**src/rtl/fetch_pkg.sv**
```systemverilog
// Shared constants, FSM state type and IF/ID bundle layout for the instruction fetch stage.
package fetch_pkg;

  localparam int unsigned XLEN = 32;
  localparam logic [XLEN-1:0] RESET_PC_DEFAULT = 32'h0000_0000;
  localparam int unsigned PC_STEP_DEFAULT = 4;
  localparam logic [XLEN-1:0] NOP_INSTR = 32'h0000_0013;

  typedef enum logic {
    RUN  = 1'b0,
    HOLD = 1'b1
  } fetch_state_t;

  typedef struct packed {
    logic            valid;
    logic [XLEN-1:0] pc;
    logic [XLEN-1:0] pc_plus4;
    logic [XLEN-1:0] instruction;
  } if_bundle_t;

  // Redirect targets are forced onto a word boundary.
  function automatic logic [XLEN-1:0] align_pc(input logic [XLEN-1:0] pc);
    return {pc[XLEN-1:2], 2'b00};
  endfunction

endpackage

```
**src/rtl/fetch_hold_buffer.sv**
```systemverilog
// One-entry {pc, instruction} parking register for a word acked while the stage is stalled.
module fetch_hold_buffer
  import fetch_pkg::*;
(
  input  logic            clk,
  input  logic            rst,
  input  logic            load,
  input  logic            clear,
  input  logic [XLEN-1:0] load_pc,
  input  logic [XLEN-1:0] load_instruction,
  output logic            valid,
  output logic [XLEN-1:0] pc,
  output logic [XLEN-1:0] instruction
);

  // Clear wins over load so a flush can never leave a stale entry behind.
  always_ff @(posedge clk or posedge rst) begin
    if (rst) begin
      valid       <= 1'b0;
      pc          <= '0;
      instruction <= NOP_INSTR;
    end else if (clear) begin
      valid <= 1'b0;
    end else if (load) begin
      valid       <= 1'b1;
      pc          <= load_pc;
      instruction <= load_instruction;
    end
  end

endmodule

```
**src/rtl/instruction_fetch_unit.sv**
```systemverilog
// IF stage: owns the PC, fetches over req/ack and drives the registered IF/ID bundle.
// Optional fetch bubble counter enabled by defining FETCH_PERF_CNT_EN.
module instruction_fetch_unit
  import fetch_pkg::*;
#(
  parameter logic [XLEN-1:0] RESET_PC = RESET_PC_DEFAULT,
  parameter int unsigned     PC_STEP  = PC_STEP_DEFAULT
) (
  input  logic            CLK,
  input  logic            RESET,
  output logic            imem_req,
  output logic [XLEN-1:0] imem_addr,
  input  logic            imem_ack,
  input  logic [XLEN-1:0] imem_rdata,
  input  logic            stall,
  input  logic            redirect_valid,
  input  logic [XLEN-1:0] redirect_pc,
  output logic            if_valid,
  output logic [XLEN-1:0] if_pc,
  output logic [XLEN-1:0] if_pc_plus4,
  output logic [XLEN-1:0] if_instruction
`ifdef FETCH_PERF_CNT_EN
  ,
  output logic [XLEN-1:0] fetch_bubble_count
`endif
);

  localparam logic [XLEN-1:0] STEP = XLEN'(PC_STEP);

  fetch_state_t    state, state_next;
  logic [XLEN-1:0] pc, pc_next;
  if_bundle_t      bundle, bundle_next;

  logic            buf_load, buf_clear, buf_valid;
  logic [XLEN-1:0] buf_pc, buf_instruction;

  fetch_hold_buffer u_hold_buffer (
    .clk              (CLK),
    .rst              (RESET),
    .load             (buf_load),
    .clear            (buf_clear),
    .load_pc          (pc),
    .load_instruction (imem_rdata),
    .valid            (buf_valid),
    .pc               (buf_pc),
    .instruction      (buf_instruction)
  );

  always_ff @(posedge CLK or posedge RESET) begin
    if (RESET) begin
      state  <= RUN;
      pc     <= RESET_PC;
      bundle <= '{valid: 1'b0, pc: '0, pc_plus4: '0, instruction: NOP_INSTR};
    end else begin
      state  <= state_next;
      pc     <= pc_next;
      bundle <= bundle_next;
    end
  end

  // Redirect outranks everything, including a stall and a same-cycle ack.
  always_comb begin
    state_next  = state;
    pc_next     = pc;
    bundle_next = bundle;
    buf_load    = 1'b0;
    buf_clear   = 1'b0;
    if (redirect_valid) begin
      pc_next           = align_pc(redirect_pc);
      bundle_next.valid = 1'b0;
      buf_clear         = 1'b1;
      state_next        = RUN;
    end else begin
      case (state)
        RUN: begin
          if (imem_ack) begin
            pc_next = pc + STEP;
            if (stall) begin
              buf_load   = 1'b1;
              state_next = HOLD;
            end else begin
              bundle_next = '{1'b1, pc, pc + STEP, imem_rdata};
            end
          end else if (!stall) begin
            bundle_next.valid = 1'b0;
          end
        end
        HOLD: begin
          if (!stall) begin
            bundle_next = '{buf_valid, buf_pc, buf_pc + STEP, buf_instruction};
            buf_clear   = 1'b1;
            state_next  = RUN;
          end
        end
        default: state_next = RUN;
      endcase
    end
  end

  assign imem_req       = (state == RUN);
  assign imem_addr      = pc;
  assign if_valid       = bundle.valid;
  assign if_pc          = bundle.pc;
  assign if_pc_plus4    = bundle.pc_plus4;
  assign if_instruction = bundle.instruction;

`ifdef FETCH_PERF_CNT_EN
  // Saturating count of cycles with no live instruction at the IF/ID boundary.
  always_ff @(posedge CLK or posedge RESET) begin
    if (RESET) begin
      fetch_bubble_count <= '0;
    end else if (!bundle.valid && (fetch_bubble_count != '1)) begin
      fetch_bubble_count <= fetch_bubble_count + XLEN'(1);
    end
  end
`endif

endmodule

```
**config.mk**
```make
export PLATFORM = sky130hd
export DESIGN_NAME = instruction_fetch_unit
export DESIGN_NICKNAME = d
export VERILOG_FILES = /design/src/rtl/fetch_pkg.sv /design/src/rtl/fetch_hold_buffer.sv /design/src/rtl/instruction_fetch_unit.sv
export SDC_FILE = /design/constraint.sdc
export NUM_CORES = 1
export LEC_CHECK = 0
export CORE_AREA = 8 8 190 192
export CTS_BUF_LIST = sky130_fd_sc_hd__clkbuf_8
export DETAILED_ROUTE_END_ITERATION = 8
export DIE_AREA = 0 0 198 200
export MAX_ROUTING_LAYER = met4
export PLACE_DENSITY = 0.56
export SLEW_MARGIN = 25
export SYNTH_ARGS = -nofsm -noshare
export SYNTH_HDL_FRONTEND = slang
export SYNTH_HIERARCHICAL = 1
export SYNTH_SLANG_ARGS = --single-unit
```
**constraint.sdc**
```tcl
create_clock -name CLK -period 5.4 [get_ports CLK]
set_input_delay 1.08 -clock CLK [delete_from_list [all_inputs] [get_ports CLK]]
set_output_delay 1.08 -clock CLK [all_outputs]
set_load 0.02 [all_outputs]
```
I/O nets highlighted:
Scale bar: 50 um.
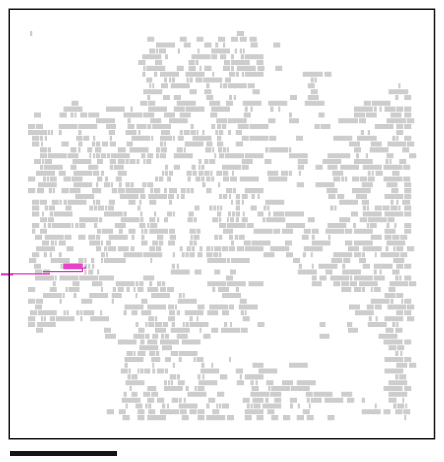
- magenta: `if_valid` (bits 1; direction output; edge left; end cells 1; buffers 1; wire 40.5 um)
buffers added on ports: 194
I/O pin count: 199

Met1 routing:
Scale bar: 50 um. Supply wires on this layer in gray. Cells faint in the background.
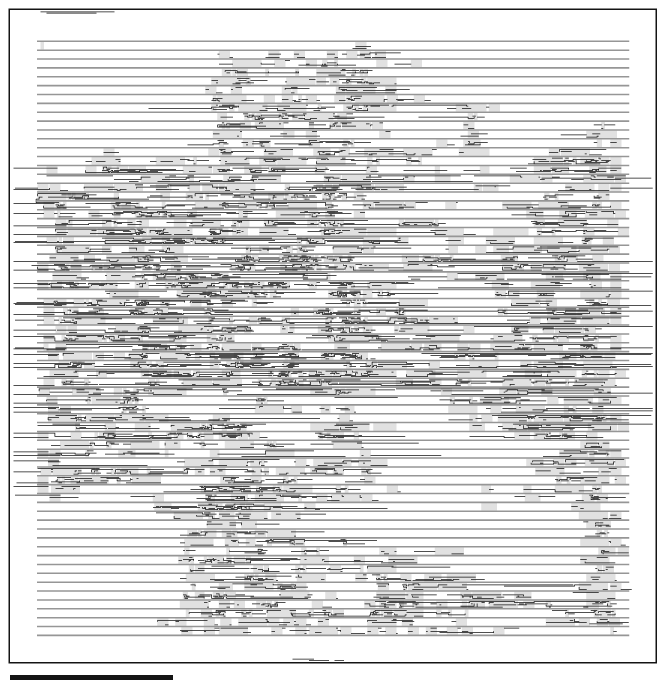
- share of all routed wire: 47%
- longest straight run: 70.8 um
- main direction: horizontal

==> impl_metrics.py <==
# Auto-generated metrics
metrics = {
    "critical_path": {
        "cp_slowest_cell": "clkdlybuf4s50_1",
        "critPathLaunch": "state",
        "end_kind": "output pin",
        "startpoint_type": "flop",
        "worst-path-buf-inv": 2,
        "cp.depth": 2,
        "crit_chain": "inv_1 -> clkdlybuf4s50_1",
    },
    "sta": {
        "fin_crit_ns": 3.48,
        "finalCritPeriodShare_pct": 64.4,
        "drv_slew": 0,
        "skew_ns": 0.0157,
        "worst_pin_slew_ns": 1.07,
    },
    "final_layout": {
        "layout_top_cell": "clkdlybuf4s50_1",
        "drive_gt1_share_pct": 11.5,
        "n_fill_cell": 3297,
        "syn_to_final_growth_pct": 26.5,
        "diodes": 0,
    },
    "die": {
        "die_x_um": 198,
        "core_mm2": 0.0331,
        "dieHeight_um": 200,
        "floorplan.core_util_pct": 29.5,
    },
    "global_route": {
        "grt-ovfl-total": 0,
        "grt_pass1_wl_um": 45800,
        "grtUsageTotal_pct": 15.5,
        "grt_pass1_vias": 7427,
        "grt_max_degree": 101,
    },
    "yosys": {
        "ys_seq_share_pct": 49.0,
        "synth_cells": 919,
        "async_flop_share_pct": 100,
        "edf_count": 0,
        "synth_area_mm2": 0.00976,
    },
    "pwr": {
        "p_total_w": 0.00414,
        "ir_worst_vdd_v": 0.000173,
        "power.density_mw_per_mm2": 335,
        "p_leak_nw": 4.91,
    },
    "clock_tree": {
        "cts_sinks": 191,
        "postCtsSetupBuffers": 0,
        "path_clk_slew_ns": 0.11,
        "htreeDepth": 4,
    },
    "flow_run": {
        "cap_violations": 0,
        "warning_count": 30,
    },
    "min_path": {
        "hold_class": "flop to flop",
    },
    "detailed_routing": {
        "dr.pass1.iters": 6,
    },
    "outcome": {
        "status": "finished, final reports clean",
    },
}
metal layers:
layer	wire length [um]	global-route usage (%)	vias up
met5	0	-	-
met4	518	4.70	0
met3	1410	3.57	25
met2	13700	23.6	194
met1	14100	20.4	3633
li1	-	-	3521
final cells by class:
class	instances	area, um^2	area share [%]
Clock inverter	15	139	1.12
Clock buffer	17	234	1.89
Multi-Input combinational cell	648	4560	36.9
Tap cell	448	561	4.54
Inverter	8	37.5	0.304
Timing Repair Buffer	203	2030	16.4
Sequential cell	191	4790	38.8
how the worst min path moves through the flow:
stage | to | startpoint
after floorplan | u_hold_buffer/valid | u_hold_buffer/valid
after global placement | if_instruction[5] | if_instruction[5]
after detailed placement | if_instruction[21] | if_instruction[21]
after CTS | if_instruction[21] | if_instruction[21]
after global routing | if_pc[31] | if_pc[31]
final | if_instruction[0] | if_instruction[0]
logic make-up after synthesis:
family / after synthesis / share of synthesized area (%)
AND/OR/NAND/NOR: 287 / 13.9
flip-flops: 191 / 49.0
AND-OR/OR-AND: 149 / 8.83
multiplexers: 132 / 16.7
buffers and inverters: 83 / 4.58
XOR/XNOR: 74 / 6.64
adder cells (fa/ha/maj): 2 / 0.256
other: 1 / 0.0384
power breakdown:
part / switching, W / internal, W / total (W)
Sequential: 0.000298 / 0.00172 / 0.00202
Combinational: 0.000561 / 0.000632 / 0.00119
Clock: 0.000560 / 0.000372 / 0.000932
Total: 0.00142 / 0.00272 / 0.00414
sequential cells by signal, indices dropped and copies added (netlist names):
name / count
if_pc_plus4: 30
u_hold_buffer/instruction: 32
state: 1
if_instruction: 32
u_hold_buffer/pc: 32
if_pc: 32
if_valid: 1
u_hold_buffer/valid: 1
imem_addr: 30
synthesized netlist by cell type (3+ instances only):
cell      count  share of area, %
or4_1         6              0.46
nand2_1     140               5.4
mux2i_1      68               7.0
xnor2_1      36               3.2
and3_1        3              0.19
nor4_1        9              0.58
mux2_2        4              0.46
nor2_1       25              0.96
dfstp_2       6               1.6
inv_1         8              0.31
buf_4         4              0.31
or3_1         4              0.26
nor3_1       20               1.0
nand3_1      38               1.9
buf_2         5              0.26
mux2_4       60               9.2
xor2_1       38               3.4
o21ai_0     101               5.2
a21oi_1       9              0.46
a22oi_1       3              0.23
a221o_1       8              0.82
and4_1        4              0.36
buf_12        7               1.4
o31ai_1       4              0.31
o221ai_1      5              0.45
o21ai_1       5              0.26
dfrtp_1     185                47
o211ai_1      4              0.31
nand4_1      24               1.5
clkbuf_1     57               2.2
per-stage QoR:
stage | cell area [um^2] | utilization, % | setup WS (ns)
detailed placement | 12000 | 36.1 | 2.02
global route | 12300 | 37.3 | 1.80
floorplan | 9770 | - | 0.969
CTS | 12300 | 37.3 | 1.86
global placement | 12000 | 36.1 | 2.04
finish | 12300 | 37.3 | 1.92
worst register-to-register path: stages (launching register included):
cell	delay [ns]
dfrtp_1	0.53
ha_1	0.28
nand3_1	0.51
nor2_2	0.79
nand3_1	0.19
xnor2_1	0.17
a221o_1	0.31
Power is estimated from default activity; no workload was simulated.
